==> src/rtl/debug_step_ctrl.sv <==
// Debug register index stepper: conditions the up/down buttons (sync, debounce,
// edge, auto-repeat) and optionally auto-advances the display index.
`timescale 1ns/1ps

module debug_step_btn #(
    parameter int DEBOUNCE_CYC = 500000
) (
    input  logic clk,
    input  logic Rst,
    input  logic btn,
    output logic db,
    output logic rise
);
    localparam int CW = (DEBOUNCE_CYC > 1) ? $clog2(DEBOUNCE_CYC + 1) : 1;

    logic [1:0]    sync;
    logic [CW-1:0] cnt;
    logic          db_q;

    always_ff @(posedge clk or negedge Rst) begin
        if (!Rst) begin
            sync <= '0;
            cnt  <= '0;
            db   <= 1'b0;
            db_q <= 1'b0;
        end else begin
            sync <= {sync[0], btn};
            db_q <= db;
            // Counter only runs while the synced level disagrees with db.
            if (sync[1] == db) begin
                cnt <= '0;
            end else if (cnt == CW'(DEBOUNCE_CYC - 1)) begin
                db  <= ~db;
                cnt <= '0;
            end else begin
                cnt <= cnt + CW'(1);
            end
        end
    end

    assign rise = db & ~db_q;
endmodule

module debug_step_ctrl #(
    parameter int IDX_W        = 5,
    parameter int IDX_MAX      = 31,
    parameter int DEBOUNCE_CYC = 500000,
    parameter int REPEAT_DLY   = 25000000,
    parameter int REPEAT_CYC   = 5000000,
    parameter int AUTO_CYC     = 50000000
) (
    input  logic             clk,
    input  logic             Rst,
    input  logic             btn_up,
    input  logic             btn_dn,
    input  logic             auto_en,
    output logic [IDX_W-1:0] debug_input,
    output logic             step,
    output logic             dir,
    output logic             up_db,
    output logic             dn_db
);
    localparam int NUM_BTN = 2;
    localparam int RMAX    = (REPEAT_DLY > REPEAT_CYC) ? REPEAT_DLY : REPEAT_CYC;
    localparam int RW      = (RMAX > 1) ? $clog2(RMAX + 1) : 1;
    localparam int AW      = (AUTO_CYC > 1) ? $clog2(AUTO_CYC + 1) : 1;

    typedef enum logic [2:0] {IDLE, HOLD_UP, HOLD_DN, RPT_UP, RPT_DN} state_t;

    logic [NUM_BTN-1:0] btn_raw;
    logic [NUM_BTN-1:0] db;
    logic [NUM_BTN-1:0] rise;

    assign btn_raw = {btn_dn, btn_up};

    // Lane 0 is the up button, lane 1 the down button.
    for (genvar g = 0; g < NUM_BTN; g++) begin : g_btn
        debug_step_btn #(.DEBOUNCE_CYC(DEBOUNCE_CYC)) u_btn (
            .clk  (clk),
            .Rst  (Rst),
            .btn  (btn_raw[g]),
            .db   (db[g]),
            .rise (rise[g])
        );
    end

    assign up_db = db[0];
    assign dn_db = db[1];

    state_t         state;
    logic [RW-1:0]  rep_cnt;
    logic [AW-1:0]  auto_cnt;
    logic           req_vld;
    logic           req_up;

    logic           hold_is_up;
    logic           hold_held;
    logic           hold_opp;
    logic [RW-1:0]  rep_term;
    logic           auto_act;
    logic [IDX_W-1:0] idx_inc;
    logic [IDX_W-1:0] idx_dec;

    always_comb begin
        hold_is_up = (state == HOLD_UP) || (state == RPT_UP);
        hold_held  = hold_is_up ? db[0] : db[1];
        hold_opp   = hold_is_up ? db[1] : db[0];
        rep_term   = ((state == RPT_UP) || (state == RPT_DN)) ? RW'(REPEAT_CYC - 1)
                                                              : RW'(REPEAT_DLY - 1);
        auto_act   = (state == IDLE) && auto_en && !db[0] && !db[1];
    end

    assign idx_inc = (debug_input == IDX_W'(IDX_MAX)) ? '0 : debug_input + IDX_W'(1);
    assign idx_dec = (debug_input == '0) ? IDX_W'(IDX_MAX) : debug_input - IDX_W'(1);

    always_ff @(posedge clk or negedge Rst) begin
        if (!Rst) begin
            state       <= IDLE;
            rep_cnt     <= '0;
            auto_cnt    <= '0;
            req_vld     <= 1'b0;
            req_up      <= 1'b1;
            debug_input <= '0;
            step        <= 1'b0;
            dir         <= 1'b1;
        end else begin
            // Output stage: apply the step decided on the previous edge.
            step <= req_vld;
            if (req_vld) begin
                dir         <= req_up;
                debug_input <= req_up ? idx_inc : idx_dec;
            end

            req_vld <= 1'b0;

            if (auto_act) begin
                if (auto_cnt == AW'(AUTO_CYC - 1)) begin
                    auto_cnt <= '0;
                    req_vld  <= 1'b1;
                    req_up   <= 1'b1;
                end else begin
                    auto_cnt <= auto_cnt + AW'(1);
                end
            end else begin
                auto_cnt <= '0;
            end

            case (state)
                IDLE: begin
                    // Simultaneous rises leave both db high, so neither branch fires.
                    if (rise[0] && !db[1] && !rise[1]) begin
                        req_vld  <= 1'b1;
                        req_up   <= 1'b1;
                        rep_cnt  <= '0;
                        auto_cnt <= '0;
                        state    <= HOLD_UP;
                    end else if (rise[1] && !db[0] && !rise[0]) begin
                        req_vld  <= 1'b1;
                        req_up   <= 1'b0;
                        rep_cnt  <= '0;
                        auto_cnt <= '0;
                        state    <= HOLD_DN;
                    end
                end
                HOLD_UP, HOLD_DN, RPT_UP, RPT_DN: begin
                    if (!hold_held || hold_opp) begin
                        rep_cnt <= '0;
                        state   <= IDLE;
                    end else if (rep_cnt == rep_term) begin
                        req_vld <= 1'b1;
                        req_up  <= hold_is_up;
                        rep_cnt <= '0;
                        state   <= hold_is_up ? RPT_UP : RPT_DN;
                    end else begin
                        rep_cnt <= rep_cnt + RW'(1);
                    end
                end
                default: begin
                    rep_cnt <= '0;
                    state   <= IDLE;
                end
            endcase
        end
    end
endmodule

==> config.mk <==
export PLATFORM = sky130hd
export DESIGN_NAME = debug_step_ctrl
export DESIGN_NICKNAME = d
export VERILOG_FILES = /design/src/rtl/debug_step_ctrl.sv
export SDC_FILE = /design/constraint.sdc
export NUM_CORES = 1
export LEC_CHECK = 0
export CAP_MARGIN = 20
export CORE_ASPECT_RATIO = 1.4
export CORE_MARGIN = 2
export CORE_UTILIZATION = 45
export DETAILED_ROUTE_END_ITERATION = 12
export GPL_TIMING_DRIVEN = 0
export MAX_ROUTING_LAYER = met4
export REMOVE_ABC_BUFFERS = 1
export SLEW_MARGIN = 25
export SYNTH_ARGS = -nofsm -noshare
export SYNTH_HDL_FRONTEND = slang
export SYNTH_SLANG_ARGS = --single-unit
==> constraint.sdc <==
create_clock -name clk -period 3.58 [get_ports clk]
set_input_delay 0.537 -clock clk [delete_from_list [all_inputs] [get_ports clk]]
set_output_delay 0.537 -clock clk [all_outputs]
set_load 0.05 [all_outputs]
Fig. 1: met3 routing
(2 px per um) Cells faint in the background.
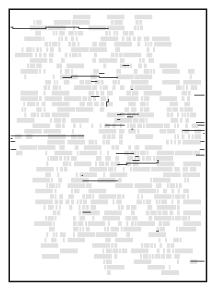
23 nets have wire on it. The layer carries 259 um of wire. The wires run mostly horizontal. The longest straight run is 36.6 um. The layer holds 2.5% of the routed length.
drt total wl: 10270 um
GR Layer Usage met3: 3.148%
DR vias: 4043

Fig. 2: routed clock nets over the placement
(3 px per um)
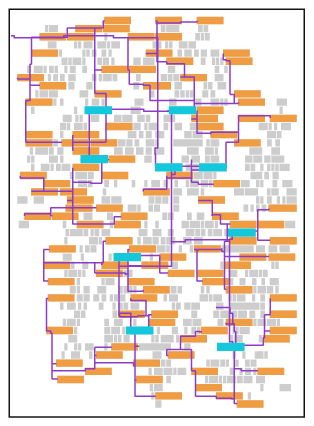
Key: purple = clock wires [length 1310 um]; cyan = clock drivers [count 9]; orange = flip-flops [count 109]
Position of the flops: spread over the die.
Clock group: 1.07 mW
power share of the clock group: 44.9%
clk_lat worst skew: 0.35 ns

Fig. 3: sequential cells coloured by netlist name
(2 px per um) Other sequential cells in the stronger grey, the rest of the logic in the fainter grey.
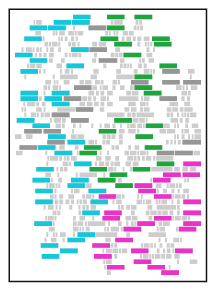
Key: green = `rep_cnt` [placed flops 25]; cyan = `g_btn.u_btn.cnt` [placed flops 38]; magenta = `auto_cnt` [placed flops 26]
Another 20 sequential cells are not coloured.
Seq group: 1.25 mW
fin util: 50.04%
sequential share of cell area: 44.75%
Seq. cell area: 0.002730 mm2

Fig. 4: signal wires by layer
(2 px per um)
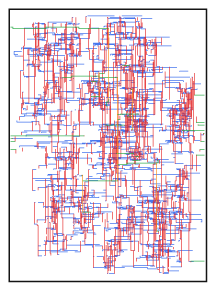
Key: blue = metal 1 [wire length 4580 um]; green = metal 3 [wire length 259 um]; orange = metal 4 [wire length 171 um]; red = metal 2 [wire length 5260 um]
GRT Util Overall: 16.80%
drt wl/cell: 13.85 um

==> flow_summary.toml <==
# implementation run metrics
[detailed_routing]
drt_first_iter_violations = 199
viasPerCell = 5.456
ant_nets = 0
first_pass_iters = 4
drc = 0

[yosys]
topCombFamilyByArea = "simple AND/OR/NAND/NOR gates"
yosys_cells = 586
synth_flop_count = 109
mux_share_pct = 0.7890
edf_count = 0
yosys_area_mm2 = 0.005550
yosys.area_share.aoi_pct = 4.261
xor_share_pct = 12.94
ys_seq_share_pct = 49.19
yosysWarnings = 0
yosysMostFrequentCell = "dfrtp_1"
avgSynthCellArea_um2 = 9.472
synth_top_area_share_pct = 48.24
simple_gate_area_share_pct = 27.95
async_reset_ff_share_pct = 100.0
synthFlopType = "dfrtp_1"
netlist_top_cells_count = "dfrtp_1 (107), nor2_1 (106), xnor2_1 (58)"
synthDistinctLibCells = 57
synthTopCellsByArea = "dfrtp_1 (48%), xnor2_1 (9.2%), nor2_1 (7.2%)"

[clocking]
cts.repair.resized = 0
cts_tree = "built"
cts_buffers = 9
htreeDepth = 3
clock_sinks = 109
cts_root_buf = "clkbuf_16"
post_cts_buffers = 0

[grt]
grt_pass1_vias = 3851
antenna_found_initial = 0
grt_pass1_wl_um = 17830

[setup_path]
r2r-end = "rep_cnt[17]"
crit_arrival_ns = 2.99
cp.required_ns = 3.78
path_class = "reg -> reg"
reg2reg_from = "rep_cnt[15]"
cp-startpoint = "rep_cnt[15]"
worstSetupEndpointType = "flip-flop"
worst_setup_path_start_kind = "flip-flop"
path_max_fanout = 19

[placement]
port-buffer-count = 13
hpwlAfterDp_um = 7054
placed_area_mm2 = 0.005778
dp.cells = 725

[pwr]
p_switching_uw = 505.2
fin_total_pwr_mw = 2.379
p_seq_share_pct = 52.6
peakVddDrop_uv = 223.2
switching_share_pct = 21.24
top_power_group = "registers"
comb_power_uw = 60.1
powerDensity_mw_per_mm2 = 389.9
p_comb_share_pct = 2.5

[timing]
maxSlewHeadroom_pct = 51.44
drv_slew = 0
max_freq_mhz = 358.3
fin_crit_sh_pct = 77.96
clock_skew_ns = 0.007296
setup_tns_ns = 0
rsz0062_at_grt = "false"
hold_viol_final = 0
worst_slack_ns = 0.7892
holdWs_ns = 0.07369

[status]
run_status = "finished, final reports clean"

[cells_and_area]
fin_cells = 741
final_area_mm2 = 0.006101
fin_nets = 598
nFillCells = 1152
n_antenna_cell = 0
drive_gt1_share_pct = 6.261

[floorplanning]
rows = 48
dieArea_mm2 = 0.01325
die_y_um = 135.4
core_area_mm2 = 0.01219
floorplan.core_util_pct = 45.53
die_x_um = 97.86
pin_count = 14

[job]
openroad.warnings = 26
maxCapViolations = 0
-- cells in the final DEF (no fill, tap or decap), types with 3 or more instances in the layout --
cell type        synthesis  layout
nand3_1                 36      36
nor4bb_1                 4       4
nor3_1                  28      28
nor4b_1                  3       3
mux2_2                   3       3
dfrtp_1                107     107
nor4_1                  17      17
nand3b_1                 3       3
a21oi_1                  5       5
inv_1                   17      17
nand2_1                 46      46
ha_1                     7       7
or4_1                    3       3
nor3b_1                  7       7
xor2_1                  24      24
nor2_1                 106     106
or3_1                    4       4
and4_1                   5       5
or3b_2                   3       3
o21ai_0                 11      11
and3_1                  11      11
nand4_1                 17      17
or2_2                    5       5
xnor2_1                 58      58
clkdlybuf4s50_1          0      12
clkbuf_16                0       9
-- metal layers --
metal	GRT usage [%]	up-vias	part of all wire [%]	wire, um
met5	-	-	0	0
met4	5.864	0	1.7	170
met3	3.148	16	2.5	258
met2	27.82	40	51	5260
met1	20.73	1983	45	4575
li1	-	2004	-	-
-- final cells by class --
cell class,count,area (um2),share of cell area [%]
Sequential cell,109,2730,44.75
Tap cell,150,187.7,3.076
Timing Repair Buffer,14,158.9,2.605
Inverter,17,63.81,1.046
Multi-Input combinational cell,435,2638,43.23
Clock inverter,7,97.59,1.600
Clock buffer,9,225.2,3.692
-- sequential cells by signal (all words and copies together), names as in the netlist --
register	count
step	1
dir	1
g_btn.u_btn.cnt	38
debug_input	5
req_vld	1
auto_cnt	26
g_btn.u_btn.db_q	2
rep_cnt	25
g_btn.u_btn.db	2
g_btn.u_btn.sync	4
req_up	1
state	3
-- critical path, stage by stage, from the launching register on --
cell and delay [ns]:
dfrtp_1 0.42, or4b_1 0.54, or4_4 0.45, a2111oi_4 0.47, o22a_1 0.65, nor2_1 0.12
No activity file was given, so power comes from the tool's default toggle rates.
